### config.mk
export PLATFORM = sky130hd
export DESIGN_NAME = pc_fetch
export DESIGN_NICKNAME = d
export VERILOG_FILES = /design/src/rtl/cpu_pkg.sv /design/src/rtl/pc_fetch.sv
export SDC_FILE = /design/constraint.sdc
export NUM_CORES = 1
export LEC_CHECK = 0
export CELL_PAD_IN_SITES_DETAIL_PLACEMENT = 0
export CELL_PAD_IN_SITES_GLOBAL_PLACEMENT = 2
export CORE_MARGIN = 8
export CORE_UTILIZATION = 25
export CTS_CLUSTER_DIAMETER = 60
export CTS_CLUSTER_SIZE = 14
export DETAILED_ROUTE_END_ITERATION = 16
export GPL_ROUTABILITY_DRIVEN = 0
export MAX_ROUTING_LAYER = met4
export PLACE_DENSITY_LB_ADDON = 0.1
export SLEW_MARGIN = 0
export SYNTH_ARGS = -nofsm -noshare
export SYNTH_HDL_FRONTEND = slang
export SYNTH_SLANG_ARGS = --single-unit
### constraint.sdc
create_clock -name CLK -period 3.3 [get_ports CLK]
set_input_delay 0.495 -clock CLK [delete_from_list [all_inputs] [get_ports CLK]]
set_output_delay 0.495 -clock CLK [all_outputs]
set_load 0.02 [all_outputs]
### src/rtl/cpu_pkg.sv
// Shared CPU definitions: fetch FSM states, reset defaults and the PC update rule.
package cpu_pkg;

  typedef enum logic [1:0] {
    ST_IDLE  = 2'd0,
    ST_FETCH = 2'd1,
    ST_WAIT  = 2'd2,
    ST_EXEC  = 2'd3
  } fetch_state_e;

  localparam logic [15:0] RESET_VECTOR_DEFAULT = 16'h0000;
  localparam int          WAIT_MAX_DEFAULT     = 8;

  // PC after an instruction retires: sequential step (wrapping) or page/offset jump.
  function automatic logic [15:0] next_pc(
    input logic [15:0] pc,
    input logic        jump,
    input logic        page,
    input logic        page0,
    input logic [7:0]  imm,
    input logic [7:0]  acc
  );
    logic [7:0] hi;
    logic [7:0] lo;
    lo = page0 ? imm : acc;
    hi = page ? acc : pc[15:8];
    return jump ? {hi, lo} : (pc + 16'd1);
  endfunction

endpackage

### src/rtl/pc_fetch.sv
// Program counter and instruction fetch sequencer: fetches PRG from the
// program ROM with a timeout retry, then holds it until the datapath retires it.
module pc_fetch
  import cpu_pkg::*;
#(
  parameter logic [15:0] RESET_VECTOR = RESET_VECTOR_DEFAULT,
  parameter int          WAIT_MAX     = WAIT_MAX_DEFAULT
) (
  input  logic        CLK,
  input  logic        RST,
  output logic        ROM_REQ,
  output logic [15:0] ROM_ADDR,
  input  logic        ROM_ACK,
  input  logic [15:0] ROM_DATA,
  output logic [15:0] PRG,
  output logic        PRG_VALID,
  input  logic        EXEC_DONE,
  input  logic        JUMP,
  input  logic        PAGE,
  input  logic        PAGE0,
  input  logic [7:0]  IMM,
  input  logic [7:0]  ACC,
  output logic [15:0] PC,
  output logic        FETCH_ERR
);

  localparam int               CNT_W    = $clog2(WAIT_MAX + 1);
  localparam logic [CNT_W-1:0] CNT_LAST = CNT_W'(WAIT_MAX - 1);

  fetch_state_e     state_q, state_d;
  logic [15:0]      pc_q, pc_d;
  logic [15:0]      prg_q, prg_d;
  logic             err_q, err_d;
  logic [CNT_W-1:0] cnt_q, cnt_d;
  logic             rom_req_q, rom_req_d;
  logic             prg_valid_q, prg_valid_d;

  // Next-state logic: fetch handshake, WAIT timeout retry and PC update on retire.
  always_comb begin
    // NOTE: every _d gets a default before the case, so no path can infer a latch.
    state_d = state_q;
    pc_d    = pc_q;
    prg_d   = prg_q;
    err_d   = err_q;
    cnt_d   = cnt_q;
    unique case (state_q)
      ST_IDLE:  state_d = ST_FETCH;
      ST_FETCH: begin
        cnt_d   = '0;
        state_d = ST_WAIT;
      end
      ST_WAIT: begin
        if (ROM_ACK) begin
          prg_d   = ROM_DATA;
          cnt_d   = '0;
          state_d = ST_EXEC;
        end else if (cnt_q == CNT_LAST) begin
          // ROM never answered: flag it and re-request the same address.
          err_d   = 1'b1;
          cnt_d   = '0;
          state_d = ST_FETCH;
        end else begin
          cnt_d = cnt_q + CNT_W'(1);
        end
      end
      ST_EXEC: begin
        if (EXEC_DONE) begin
          pc_d    = next_pc(pc_q, JUMP, PAGE, PAGE0, IMM, ACC);
          state_d = ST_FETCH;
        end
      end
      default:  state_d = ST_IDLE;
    endcase
    // Outputs are decoded from the next state so they come straight from flops.
    rom_req_d   = (state_d == ST_FETCH);
    prg_valid_d = (state_d == ST_EXEC);
  end

  // State registers with synchronous active-high reset.
  always_ff @(posedge CLK) begin
    // NOTE: non-blocking assignments so every flop samples pre-edge values together.
    if (RST) begin
      state_q     <= ST_IDLE;
      pc_q        <= RESET_VECTOR;
      prg_q       <= 16'h0000;
      err_q       <= 1'b0;
      cnt_q       <= '0;
      rom_req_q   <= 1'b0;
      prg_valid_q <= 1'b0;
    end else begin
      state_q     <= state_d;
      pc_q        <= pc_d;
      prg_q       <= prg_d;
      err_q       <= err_d;
      cnt_q       <= cnt_d;
      rom_req_q   <= rom_req_d;
      prg_valid_q <= prg_valid_d;
    end
  end

  assign ROM_REQ   = rom_req_q;
  assign ROM_ADDR  = pc_q;
  assign PC        = pc_q;
  assign PRG       = prg_q;
  assign PRG_VALID = prg_valid_q;
  assign FETCH_ERR = err_q;

endmodule
**Run 1: routing congestion map**

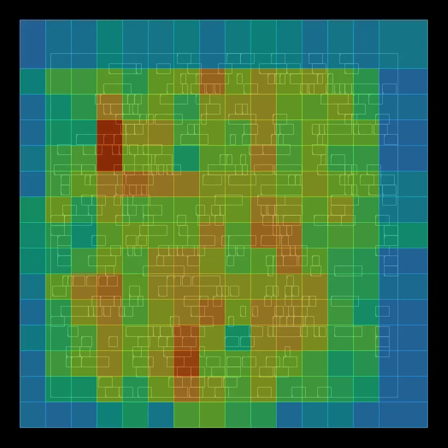
GR Util met3: 2.29%
global-route total usage across every layer: 12.5%
routed len/inst: 16.0 um

**Run 1: clock network drawn from the DEF**

(2 px per um)
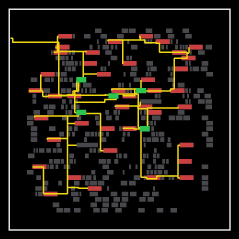
- clock wires: yellow (length 657 um)
- clock drivers: green (count 5)
- flip-flops: red (count 41)
- routed clock nets: 6

**Run 1: sequential cells grouped by signal name**

(4 px per um) Other sequential cells in the stronger grey, the rest of the logic in the fainter grey.
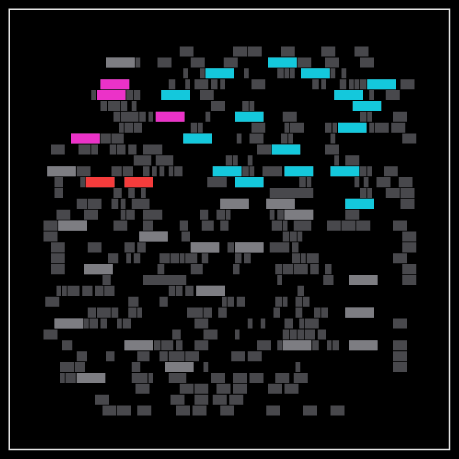
- `cnt_q`: magenta (placed flops 4; where upper left)
- `PRG`: cyan (placed flops 16)
- `state_q`: red (placed flops 2)

**Run 1: metal layers overlaid**

(3 px per um)
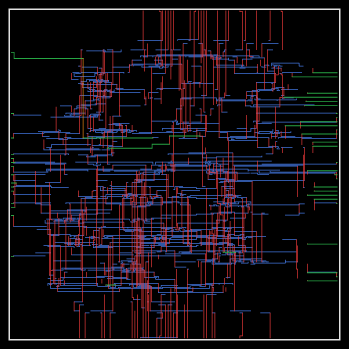
- metal 3: green (wire length 304 um)
- metal 4: orange (wire length 26.5 um)
- metal 2: red (wire length 3240 um)
- metal 1: blue (wire length 3740 um)

==> CHANGELOG.md, run 1 <==
### Implementation results

- Total of warnings raised by yosys: 0
- Ordered cell list for the critical path: ha_1 > nand3_2 > or4_1 > or4_1 > a31oi_1
- Most common logic cells in the final layout: 89 x clkdlybuf4s50_1, 50 x nand2_1, 41 x dfxtp_1
- Cell taking the most area after synthesis: dfxtp_1
- Fraction of the core area covered by cells at the end of the flow: 37.1%
- Post-Synthesis Net Count: 325
- Most common cell after layout, fill and taps aside: clkdlybuf4s50_1
- Leading cell types by total area after synthesis: dfxtp_1 37%, nand2_1 8.6%, a21oi_1 7.5%
- Kind of cell adding the most delay to the critical path: simple AND/OR/NAND/NOR gates
- Worst setup skew after layout: 0.0132 ns
- Pin count of the biggest net entering global routing: 38
- Hold violation count in the final report: 0
- Min-delay worst type: flip-flop to flip-flop
- Hold_buf cts: 0
- Drt total wl: 7.31 mm
- Maximum clock insertion buffer count: 2
- Detailed Routing Iterations Pass 1: 4
- Antenna cells: 0
- Yosys stat cell total: 281
- Remaining number of nets flagged by the antenna check after routing: 0
- Relative slew margins: 52.3%
- Register bit total from synthesis: 41
- Vertical die dimension: 110 um
- GR Overflow Total: 0
- CP most frequent cell: or4_1
- Number of standard-cell rows in the floorplan: 34
- Final clock period utilization by the worst path: 64.1%
- Power per Cell Area: 399 mW/mm2
- Core area: 0.00864 mm2
- Via count of the first global-routing pass: 2176
- Status: completed
- Max-slew violations: 0
- Setup Total Neg Slack: 0 ns
- Yosys-reported design area after synthesis: 0.00219 mm2
- CTS Root Cell: clkbuf_8
- Most used standard cells in the synthesized netlist: 50 x nand2_1, 41 x dfxtp_1, 33 x a21oi_1
- Global-route wire length before repair: 11.6 mm
- Async S/R FF share, synth: 0%
- CP required: 3.53 ns
- Max-capacitance violation count: 0
- Dominant flop cell: dfxtp_1
- CP endpoint kind: flip-flop
- Layout net count: 393
- Crit path time final: 2.12 ns
- Initial detailed-routing violation count: 56
- Clock tree from TritonCTS: done
- Unrepaired setup endpoints after global routing: false
- Number of gates resized after cts: 0
- Post-CTS Setup Bufs: 0
- IO Pins: 90
- Worst path arrival time: 2.35 ns
- Number of antenna violations at the first check in global routing: 0
- Number of buffers created by CTS: 5
- Worst setup margin: 1.18 ns
- Drt via density: 4.77
- Count of clock tree sinks: 41
- Highest fanout seen on the critical path: 8
- Actual slew at the worst max-slew pin: 0.709 ns
- Startpoint type of the worst setup path: flip-flop
- Total tool warning count: 28
- Worst Path Buf+Inv: 0
## run 1: cell families after synthesis
group | after synthesis | synth area share [%]
AND-OR/OR-AND | 70 | 19.0
XOR/XNOR | 1 | 0.399
adder cells (fa/ha/maj) | 5 | 2.85
buffers and inverters | 38 | 9.24
flip-flops | 41 | 37.4
multiplexers | 8 | 3.65
AND/OR/NAND/NOR | 118 | 27.4
## run 1: state kept, by name, indices dropped and copies added (netlist names)
| signal | flops |
|---|---|
| FETCH_ERR | 1 |
| ROM_REQ | 1 |
| PRG | 16 |
| PC | 16 |
| PRG_VALID | 1 |
| cnt_q | 4 |
| state_q | 2 |
## run 1: tightest hold or removal path, stage by stage, from the launching register on
cell and delay, ns:
dfxtp_1 0.31, nand2_1 0.05, a21oi_1 0.05
## run 1: power by group
| group | leakage (nW) | switching (mW) | internal (mW) | total [mW] |
|---|---|---|---|---|
| Combinational | 0.667 | 0.131 | 0.118 | 0.249 |
| Sequential | 0.332 | 0.0195 | 0.518 | 0.538 |
| Clock | 0.0681 | 0.191 | 0.301 | 0.492 |
| Total | 1.07 | 0.341 | 0.937 | 1.28 |
## run 1: stage by stage
step / total power, mW / hold slack, ns / area, um2 / std cells
after CTS: 1.30 / 0.460 / 3200 / 458
after floorplan: 0.679 / 0.457 / 2190 / 281
after global placement: 0.803 / 0.442 / 3070 / 450
after global routing: 1.34 / 0.479 / 3200 / 458
final: 1.28 / 0.456 / 3200 / 458
after detailed placement: 0.801 / 0.447 / 3070 / 450
## run 1: per-layer routing
layer	vias to the layer above	share of wire, %	GRT usage, %
li1	1123	-	-
met4	0	0.36	2.31
met5	-	0	-
met2	50	44	18.8
met1	1010	51	17.2
met3	2	4.1	2.29
## run 1: worst paths after layout
kind,to,start,slack (ns),cells past startpoint
max reg2reg,PC[14],PC[0],1.18,5
max,PC[14],PC[0],1.18,5
min reg2reg,PRG[3],PRG[3],0.46,2
min,PRG[3],PRG[3],0.46,2
## run 1: cell type report
| cell class | instances | area, um2 |
|---|---|---|
| fillers | 923 | 5430 |
| multi-input cells | 202 | 1170 |
| repair buffers | 93 | 921 |
| flip-flops and latches | 41 | 821 |
| well taps | 108 | 135 |
| clock buffers | 5 | 68.8 |
| clock inverters | 3 | 65.1 |
| inverters | 6 | 22.5 |
**Run 1: layout detail**

Region (72, 17) to (92, 37) um. Cells in grey, sequential cells in the stronger grey; small squares are vias.
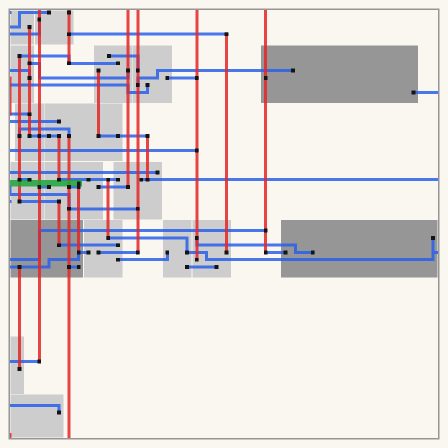

==> run 2, diff against run 1 <==
Settings changed: CORE_UTILIZATION 25 to 21.
Clock period 3.3 ns to 1.9 ns, I/O delays scaled along.
**Run 2: layout detail**

Region (79, 20) to (99, 40) um. Cells in grey, sequential cells in the stronger grey; small squares are vias.
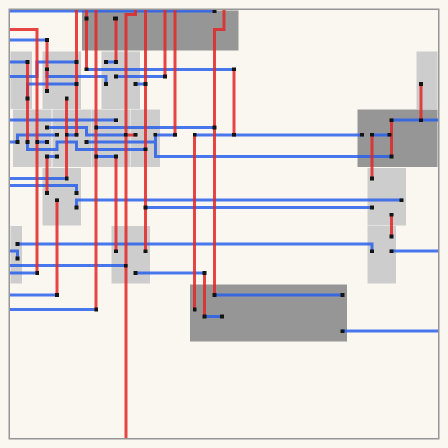
- metal 1: blue
- metal 2: red
- most frequent: a21oi_1 (3), nor3_1 (3)
- sequential cells in the window: 2
- netlist names of flops here include: `PC` (2)
- cells with their middle in the window: 12

==> run 2 against run 1 <==
- sequential share of layout area decreased by 1.7 points
- sequential power grew 72%
- largest power group unchanged
- power increased by 70%
- flip-flop count is the same
- critical endpoint unchanged
- core utilization is 3.4 points lower
==> CHANGELOG.md, run 2 <==
### Implementation results

- Actual slew at the worst max-slew pin: 0.376 ns (-0.333 ns)
- Final clock period utilization by the worst path: 94.8% (+31 points)
- Power per Cell Area: 631 mW/mm2 (+58%)
- Seq. cell area: 825 um2 (+0.46%)
- IO Pins: 90 (unchanged)
- Register bit total from synthesis: 41 (unchanged)
- Fillers: 1076 (+17%)
- Count of clock tree sinks: 41 (unchanged)
- Most used standard cells in the synthesized netlist: 50 x nand2_1, 41 x dfxtp_1, 33 x a21oi_1
- Highest fanout seen on the critical path: 5 (-3)
- GR Overflow Total: 0 (unchanged)
- Most common cell after layout, fill and taps aside: clkdlybuf4s50_1
- Leading cell types by total area after synthesis: dfxtp_1 37%, nand2_1 8.6%, a21oi_1 7.5%
- Relative slew margins: 74.7% (+22 points)
- Reg-to-Reg Start: PC[10]
- Hold_buf cts: 0 (unchanged)
- Drt total wl: 8.09 mm (+11%)
- Total of warnings raised by yosys: 0 (unchanged)
- Initial detailed-routing violation count: 91 (+63%)
- Hold violation count in the final report: 0 (unchanged)
- Min-delay worst type: flip-flop to flip-flop
- Main kind of combinational logic by area: simple AND/OR/NAND/NOR gates
- CP endpoint kind: flip-flop
- Status: completed
- Layout net count: 419 (+6.6%)
- Drt via density: 4.50 (-5.7%)
- Number of gates resized after cts: 0 (unchanged)
- Area fraction in full adders, half adders and majority gates: 2.85% (unchanged)
- Worst path arrival time: 2.04 ns (-0.31 ns)
- Post-route insts no fill: 512 (+12%)
- Vertical die dimension: 118 um (+7.8%)
- Number of antenna violations at the first check in global routing: 0 (unchanged)
- Number of standard-cell rows in the floorplan: 37 (+8.8%)
- Pin count of the biggest net entering global routing: 43 (+13%)
- Maximum clock insertion buffer count: 2 (unchanged)
- Min-delay src: PRG[9]
- Critical path launch point: PC[10]
- Max-capacitance violation count: 0 (unchanged)
- Detailed Routing Iterations Pass 1: 4 (unchanged)
- Yosys stat cell total: 281 (unchanged)
- Number of buffers created by CTS: 5 (unchanged)
- Clock tree from TritonCTS: done
- Post-CTS Setup Bufs: 0 (unchanged)
- Yosys-reported design area after synthesis: 0.00219 mm2 (unchanged)
- Setup Total Neg Slack: 0 ns (unchanged)
- Worst setup skew after layout: 0.0102 ns (-0.00307 ns)
- Worst setup margin: 0.0995 ns (-1.08 ns)
- Global-route wire length before repair: 12.9 mm (+11%)
- Post-Synth XOR/XNOR Area: 0.399% (unchanged)
- Antenna cells: 0 (unchanged)
- Async S/R FF share, synth: 0% (unchanged)
- Core area: 0.0102 mm2 (+18%)
**Run 2: clock network drawn from the DEF**

(2 px per um)
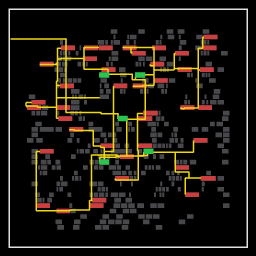
- flip-flops: red (count 41)
- clock wires: yellow (length 766 um)
- clock drivers: green (count 5)
- routed clock nets: 6

==> run 2: report_power, final <==
group,internal (mW),switching (mW),leakage [nW]
Clock,0.428,0.348,0.0574
Combinational,0.229,0.243,0.810
Sequential,0.900,0.0259,0.333
==> run 2: cells by family (layout without fill, tap and decap cells) <==
family          Yosys count  count (layout)
compound gates           70              70
flops                    41              41
xor+xnor                  1               1
mux                       8               8
fa+ha+maj                 5               5
simple gates            118             118
buf+inv                  38             133
==> run 2: final cells by class <==
cell class                      count  area share [%]
Multi-Input combinational cell    202            33.9
Timing Repair Buffer              119            33.1
Sequential cell                    41            23.9
Tap cell                          136            4.93
Clock buffer                        6            2.39
Clock inverter                      2            1.09
Inverter                            6           0.653
==> run 2: through the flow <==
step                utilization, %  instance area (um2)  total power [mW]  hold slack (ns)
finish                        33.7                 3450              2.17            0.457
global route                  33.7                 3450              2.30            0.473
CTS                           33.7                 3450              2.22            0.460
detailed placement            32.5                 3330              1.42            0.447
global placement              32.5                 3330              1.43            0.442
floorplan                        -                 2200              1.18            0.421
==> run 2: final timing paths <==
path / end / slack, ns / cells past startpoint
hold / removal: PRG[9] / 0.46 / 2
setup / recovery: PC[14] / 0.1 / 4
hold reg to reg: PRG[9] / 0.46 / 2
setup reg to reg: PC[14] / 0.1 / 4
==> run 2: critical path, stage by stage, from the launching register on <==
cell     delay (ns)
dfxtp_1        0.43
nand4_2        0.21
or4_1          0.53
or4_1          0.41
a31oi_1        0.16
==> run 2: routing by layer <==
layer | GRT usage [%] | vias up | part of all wire (%)
li1 | - | 1177 | -
met1 | 15.3 | 1063 | 50
met2 | 18.2 | 58 | 45
met3 | 2.71 | 6 | 3.8
met4 | 2.96 | 0 | 0.91
met5 | - | - | 0
==> run 3, diff against run 2 <==
Settings changed: ABC_CLOCK_PERIOD_IN_PS set to 1900.
**Run 3: layout detail**

Region (79, 20) to (99, 40) um. Cells in grey, sequential cells in the stronger grey; small squares are vias.
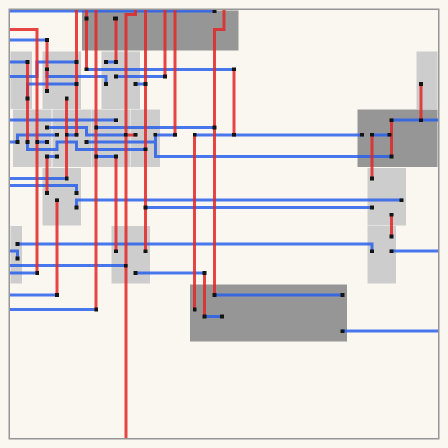
- metal 1: blue
- metal 2: red
- cells with their middle in the window: 12
- sequential cells in the window: 2
- most frequent: a21oi_1 (3), nor3_1 (3)
- netlist names of flops here include: `PC` (2)

**Run 3: sequential cells grouped by signal name**

(4 px per um) Other sequential cells in the stronger grey, the rest of the logic in the fainter grey.
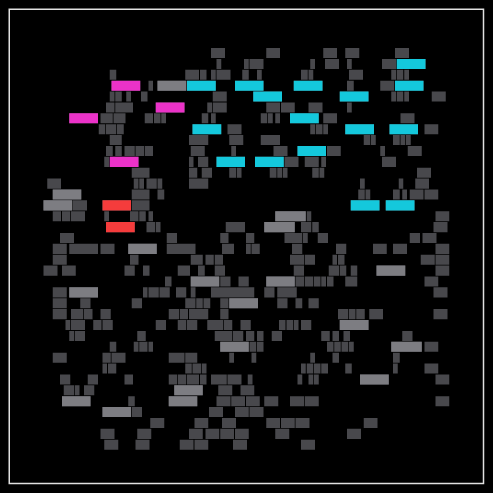
- `state_q`: red (placed flops 2)
- `cnt_q`: magenta (placed flops 4; where upper left)
- `PRG`: cyan (placed flops 16)
- not coloured: 19

==> run 3 against run 2 <==
- synthesized cell count stayed put
- area after synthesis is the same
- die size stayed put
- critical path type unchanged
- largest cell class unchanged
- largest power group unchanged
==> CHANGELOG.md, run 3 <==
### Implementation results

- Status: completed
- Drt via density: 4.50 (unchanged)
- Global-route wire length before repair: 12.9 mm (unchanged)
- CP endpoint kind: flip-flop
- Worst path arrival time: 2.04 ns (about the same)
- Placed cell areas: 0.00333 mm2 (unchanged)
- Relative slew margins: 74.7% (unchanged)
- Post-Synth XOR/XNOR Area: 0.399% (unchanged)
- Number of antenna violations at the first check in global routing: 0 (unchanged)
- Routed len/inst: 15.8 um
- Hold Path Cell Cnt: 2 (unchanged)
- Reg2reg path depth: 4 (unchanged)
- Number of buffers created by CTS: 5 (unchanged)
- Vertical die dimension: 118 um (unchanged)
- Register bit total from synthesis: 41 (unchanged)
- Pin count of the biggest net entering global routing: 43 (unchanged)
- Total of warnings raised by yosys: 0 (unchanged)
- GR Overflow Total: 0 (unchanged)
- Setup Total Neg Slack: 0 ns (unchanged)
- Initial detailed-routing violation count: 91 (unchanged)
- Remaining number of nets flagged by the antenna check after routing: 0
- Core area: 0.0102 mm2 (unchanged)
- Top-area cell type share of the netlist area: 37.4%
- Highest fanout seen on the critical path: 5 (unchanged)
- Most used standard cells in the synthesized netlist: 50 x nand2_1, 41 x dfxtp_1, 33 x a21oi_1
- Main kind of combinational logic by area: simple AND/OR/NAND/NOR gates
- Drt total wl: 8.09 mm (unchanged)
- Yosys stat cell total: 281 (unchanged)
- Worst hold margin: 0.457 ns (unchanged)
- Async S/R FF share, synth: 0% (unchanged)
- Area of the chip: 0.0140 mm2
- Number of standard-cell rows in the floorplan: 37 (unchanged)
- Worst setup skew after layout: 0.0102 ns (unchanged)
- Post-Layout Inst Area: 0.00345 mm2 (unchanged)
- Post-CTS Setup Bufs: 0 (unchanged)
- Detailed Routing Iterations Pass 1: 4 (unchanged)
- Max-capacitance violation count: 0 (unchanged)
- IO Pins: 90 (unchanged)
- Leading cell types by total area after synthesis: dfxtp_1 37%, nand2_1 8.6%, a21oi_1 7.5%
- Final clock period utilization by the worst path: 94.8% (unchanged)
- PnR Total Power: 2.17 mW (unchanged)
- Actual slew at the worst max-slew pin: 0.376 ns (unchanged)
- Most common cell after layout, fill and taps aside: clkdlybuf4s50_1
- Count of clock tree sinks: 41 (unchanged)
- Layout net count: 419 (unchanged)
- Total tool warning count: 28
- Min-delay worst type: flip-flop to flip-flop
- Antenna cells: 0 (unchanged)
- Maximum clock insertion buffer count: 2 (unchanged)
- Hold violation count in the final report: 0 (unchanged)
- CP required: 2.14 ns
## run 3: layer usage
layer  vias up  track usage (%)  part of all wire [%]
li1       1177                -                     -
met1      1063             15.3                    50
met2        58             18.2                    45
met3         6             2.71                   3.8
met4         0             2.96                  0.91
met5         -                -                     0
## run 3: power by group
part / switching (mW) / internal, mW / total [mW]
combinational: 0.243 / 0.229 / 0.472
clock: 0.348 / 0.428 / 0.776
sequential: 0.0259 / 0.900 / 0.926
total: 0.617 / 1.56 / 2.17
## run 3: worst max-delay path, cell delays in order, from the launching register on
cell and delay [ns]:
dfxtp_1 0.43, nand4_2 0.21, or4_1 0.53, or4_1 0.41, a31oi_1 0.16
## run 3: cell families after synthesis
group,count (synthesis)
simple gates,118
compound gates,70
flops,41
buf+inv,38
mux,8
fa+ha+maj,5
xor+xnor,1
## run 3: stage by stage
stage | utilization (%) | instances | setup WS, ns
2_1_floorplan | - | 281 | 0.00169
3_3_place_gp | 32.5 | 504 | 0.0536
3_5_place_dp | 32.5 | 504 | 0.0503
4_1_cts | 33.7 | 512 | 0.0949
5_1_grt | 33.7 | 512 | 0.00409
6_report | 33.7 | 512 | 0.0995
## run 3: path summary, 6_finish.rpt
path / startpoint / to / slack [ns]
max: PC[10] / PC[14] / 0.1
min: PRG[9] / PRG[9] / 0.46
max reg2reg: PC[10] / PC[14] / 0.1
min reg2reg: PRG[9] / PRG[9] / 0.46
## run 3: layout make-up
| cell class | instances | area, um2 |
|---|---|---|
| repair buffers | 119 | 1140 |
| clock inverters | 2 | 37.5 |
| clock buffers | 6 | 82.6 |
| inverters | 6 | 22.5 |
| multi-input cells | 202 | 1170 |
| fillers | 1076 | 6780 |
| well taps | 136 | 170 |
| flip-flops and latches | 41 | 825 |
## run 3: repair_timing
action | 4_1_cts | 5_1_grt
endpoints found under the hold margin | 0 | 0
hold buffers | 0 | 0
setup endpoints to repair | 0 | 1
gates resized | 0 | 1
No activity file was given, so power comes from the tool's default toggle rates.
